==> config.mk <==
export PLATFORM = sky130hd
export DESIGN_NAME = seq_frame_tx_flat
export DESIGN_NICKNAME = d
export VERILOG_FILES = /design/src/rtl/seq_frame_tx_pkg.sv /design/src/rtl/seq_frame_tx_if.sv /design/src/rtl/seq_frame_tx_piso.sv /design/src/rtl/seq_frame_tx.sv /design/src/flat_wrapper.sv
export SDC_FILE = /design/constraint.sdc
export NUM_CORES = 1
export LEC_CHECK = 0
export ABC_CLOCK_PERIOD_IN_PS = 3800
export CAP_MARGIN = 20
export CORE_MARGIN = 1
export CORE_UTILIZATION = 55
export CTS_CLUSTER_DIAMETER = 30
export DETAILED_ROUTE_END_ITERATION = 10
export PLACE_DENSITY = 0.82
export SLEW_MARGIN = 20
export SYNTH_ARGS = -nofsm -noshare
export SYNTH_HDL_FRONTEND = slang
export SYNTH_SLANG_ARGS = --single-unit
export TNS_END_PERCENT = 10
==> constraint.sdc <==
create_clock -name clk -period 3.8 [get_ports clk]
set_clock_uncertainty 0.2 [all_clocks]
set_input_delay 0.57 -clock clk [delete_from_list [all_inputs] [get_ports clk]]
set_output_delay 0.57 -clock clk [all_outputs]
set_load 0.02 [all_outputs]
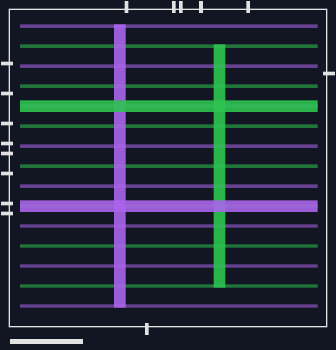
Fig. 1. Floorplan with the power grid (run 1).
Bar = 10 um. Pins as bars on the die edge.
[purple] VSS
[green] VDD
met5 straps: 2
met4 straps: 2
signal pins: 15
core region area: 0.00154 mm2
worst supply voltage drop on vdd: 0.000443 V
die y size: 43 um

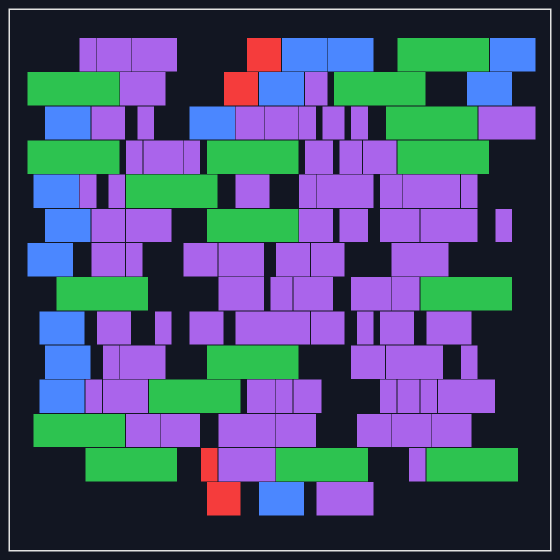
Fig. 2. Cells coloured by class (run 1).
[red] clock drivers and dummy loads | cells: 4
[purple] remaining logic cells | cells: 78
[blue] remaining buffers and delay cells | cells: 14
[green] registers | cells: 17
sequential fraction of total cell area: 30.9%
Std-Cell Rows: 14

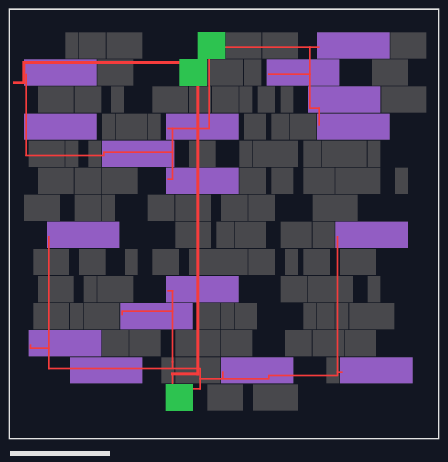
Fig. 3. Clock network drawn from the DEF (run 1).
Bar = 10 um.
[purple] flip-flops | count: 17
[green] clock-net drivers | count: 3
[red] clock wires | length: 200 um
flops lie: widely spread
routed clock nets: 4
share of power burned in the clock network: 13.1%
worst-skew pair later-pin latency: 0.29 ns

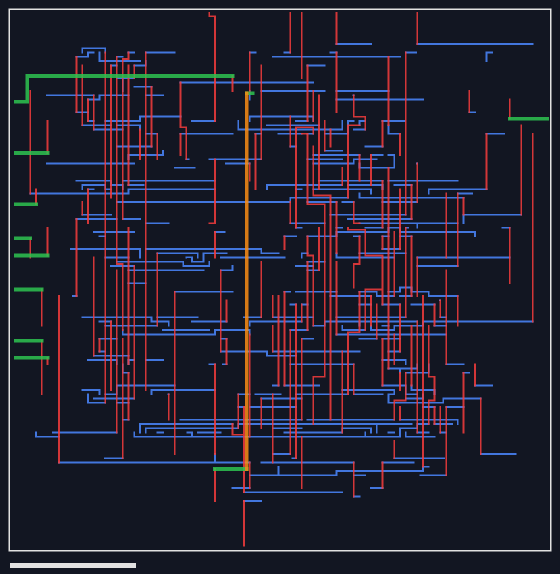
Fig. 4. Signal wires by layer (run 1).
Bar = 10 um.
[green] M3 | wire length: 39.5 um
[orange] M4 | wire length: 29.9 um
[red] M2 | wire length: 813 um
[blue] M1 | wire length: 800 um
post-detailed-route wirelength per cell: 13.0 um
drt total wl: 1680 um
vias: 748

==> run notes <==
Implementation results are summarized by area below.

Die
Before placement the cells fill around three fifths of the core. The flow inserted 16 tap cells. The die extent in x is 43 um.

Power and ir drop
The design draws between 0.0007 and 0.0008 W. The analysis attributes to cell leakage a power of approximately 0.41 nW. Per the summary, power density relative to cell area is roughly 660 mW/mm2.

The share of total power in sequential cells is a little under two fifths. Summed over the clock group, the power is approximately 0.000094 W. For the combinational group, total power comes out at ~0.00036 W.

Worst setup path
On the critical path the largest part of the delay comes from buffers and inverters. The startpoint-to-endpoint class of the critical path is flip-flop to primary output. At the worst endpoint, the required time is approximately 3 ns.

For this run, the slowest stage of the critical path takes between 0.6 and 0.7 ns. The slowest stage of the critical path is the sky130_fd_sc_hd__clkdlybuf4s50_1 cell. The worst reg-to-reg setup slack is between 1.5 and 2 ns. The number of cells on the critical path is 1. The report puts the cell count of the worst reg-to-reg path at 5. STA classifies the critical path startpoint as a flip-flop. Together, buffers and inverters on the worst path number 1.

At the worst endpoint, the arrival time is 1.30 ns.

Placement
The post-DP HPWL is 1250 um. In this run, placement finished with an instance count of about 130. The final weighted congestion in routability-driven placement is a little over 0.8.

The post-place instance area is ~0.0011 mm2.

Yosys
The flip-flop cell with the highest count after synthesis is sky130_fd_sc_hd__dfxtp_1. Per the synthesis report, the AND-OR/OR-AND share of the synthesized area is roughly 22%. The number of synthesized register bits is 17. The number of different library cells in the post-synthesis netlist is 33.

The dominant kind of combinational cell is AND-OR/OR-AND gates. The yosys stat chip area is around 920 um2. The number of nets handed over by synthesis was between 100 and 150.

Per Yosys stat, the portion of area used by sequential elements is a little under two fifths. In the synthesized netlist, the cells that appear most often are sky130_fd_sc_hd__dfxtp_1, sky130_fd_sc_hd__nor2_1, sky130_fd_sc_hd__a211oi_1, sky130_fd_sc_hd__ha_1, sky130_fd_sc_hd__mux2i_1. Looking at area per cell type in the netlist, the leader is sky130_fd_sc_hd__dfxtp_1. The synthesis report lists the most area-consuming cells as sky130_fd_sc_hd__dfxtp_1, sky130_fd_sc_hd__ha_1, sky130_fd_sc_hd__mux2i_1. Counting the warning lines in the Yosys log gives 0.

The dominant cell by count in the synthesized netlist is sky130_fd_sc_hd__dfxtp_1. The number of standard cells reported by yosys is ~98. The async set-or-reset flop fraction in the synthesized netlist is 0%. The portion of netlist area occupied by mux cells is 7.58%. In this run, synthesis inferred 0 flip-flops with an integrated enable. Per the synthesis report, the simple-gate share of the synthesized area is between 15 and 20%.

Clocking
The post-CTS setup-driven buffer insertion count is 0. In this run the number of H-tree levels came out at 1. The total clock sinks is 17.

TritonCTS built the clock tree. The total clock buffers created by CTS is 3. The library cell used as clock root buffer is sky130_fd_sc_hd__clkbuf_4.

Layout
The final cell utilization of the core is between 70% and 80%. Among logic cells in the layout, the one with the most instances is sky130_fd_sc_hd__dfxtp_1. Multi-input logic gates represent a cell area share of ~50%.

The final instance area is ~0.0011 mm2. The flip-flop count of the largest register after layout is 8. The area overhead of the layout relative to synthesis is 18.9%. The number of multi-input combinational cells in the layout is roughly 73. The layout clock buffer count is 4.

The layout summary lists the proportion of cells stronger than drive strength 1 as 7.96%. The post-route non-filler standard cell count is 129. Ranked by total area, the top cell class in this layout is combinational gates. The multi-input combinational cells in the finished layout cover a total of about 550 um2. The number of ordinary and repair buffers in the finished layout is 14. The antenna cell count is 0. The area taken by flip-flops and latches is between 300 and 400 um2. The number of inserted filler cells in the final layout is ~130. The non-clock buffer area fraction after layout is ~13%.

STA
The final sum of negative setup slack is 0 ns. The transition time of the tightest slew-check pin is about 0.67 ns. The max-slew violation count is 0. Across all checked pins, the minimum headroom to the slew limit is 55.3%. The final clock period utilization by the worst path is a little over half. Setup repair after global routing left no endpoint under its margin. The achievable clock frequency is approximately 0.48 GHz. The tightest hold path in the finished design has a slack of roughly 0.31 ns.

Detailed routing
Per the detail_route log, met2 wirelength is ~810 um. Routed signal wires occupy layers up through met4. The post-detailed-route count of antenna-violating nets is 0.

The number of iterations in the first detailed-routing pass is 4. The routed length on met1 is 800 um. The first routing iteration left 5 violations.

Global route
Summed over all routing layers, the global router reports a total usage of 20.8%. The first-pass GRT wire length is around 3000 um. The total congestion overflow is 0.

The largest net degree at the start of global routing is 21. The layer carrying the most global-route usage is met2. The global-route met2 utilization is between 30% and 40%. The number of antenna violations at the first check in global routing is 0.

Flow run
The tool flagged a number of max-cap violations equal to 0. The number of warnings the tools reported is 32.

Status
The run finished with clean final reports.
No activity file was given, so power comes from the tool's default toggle rates.
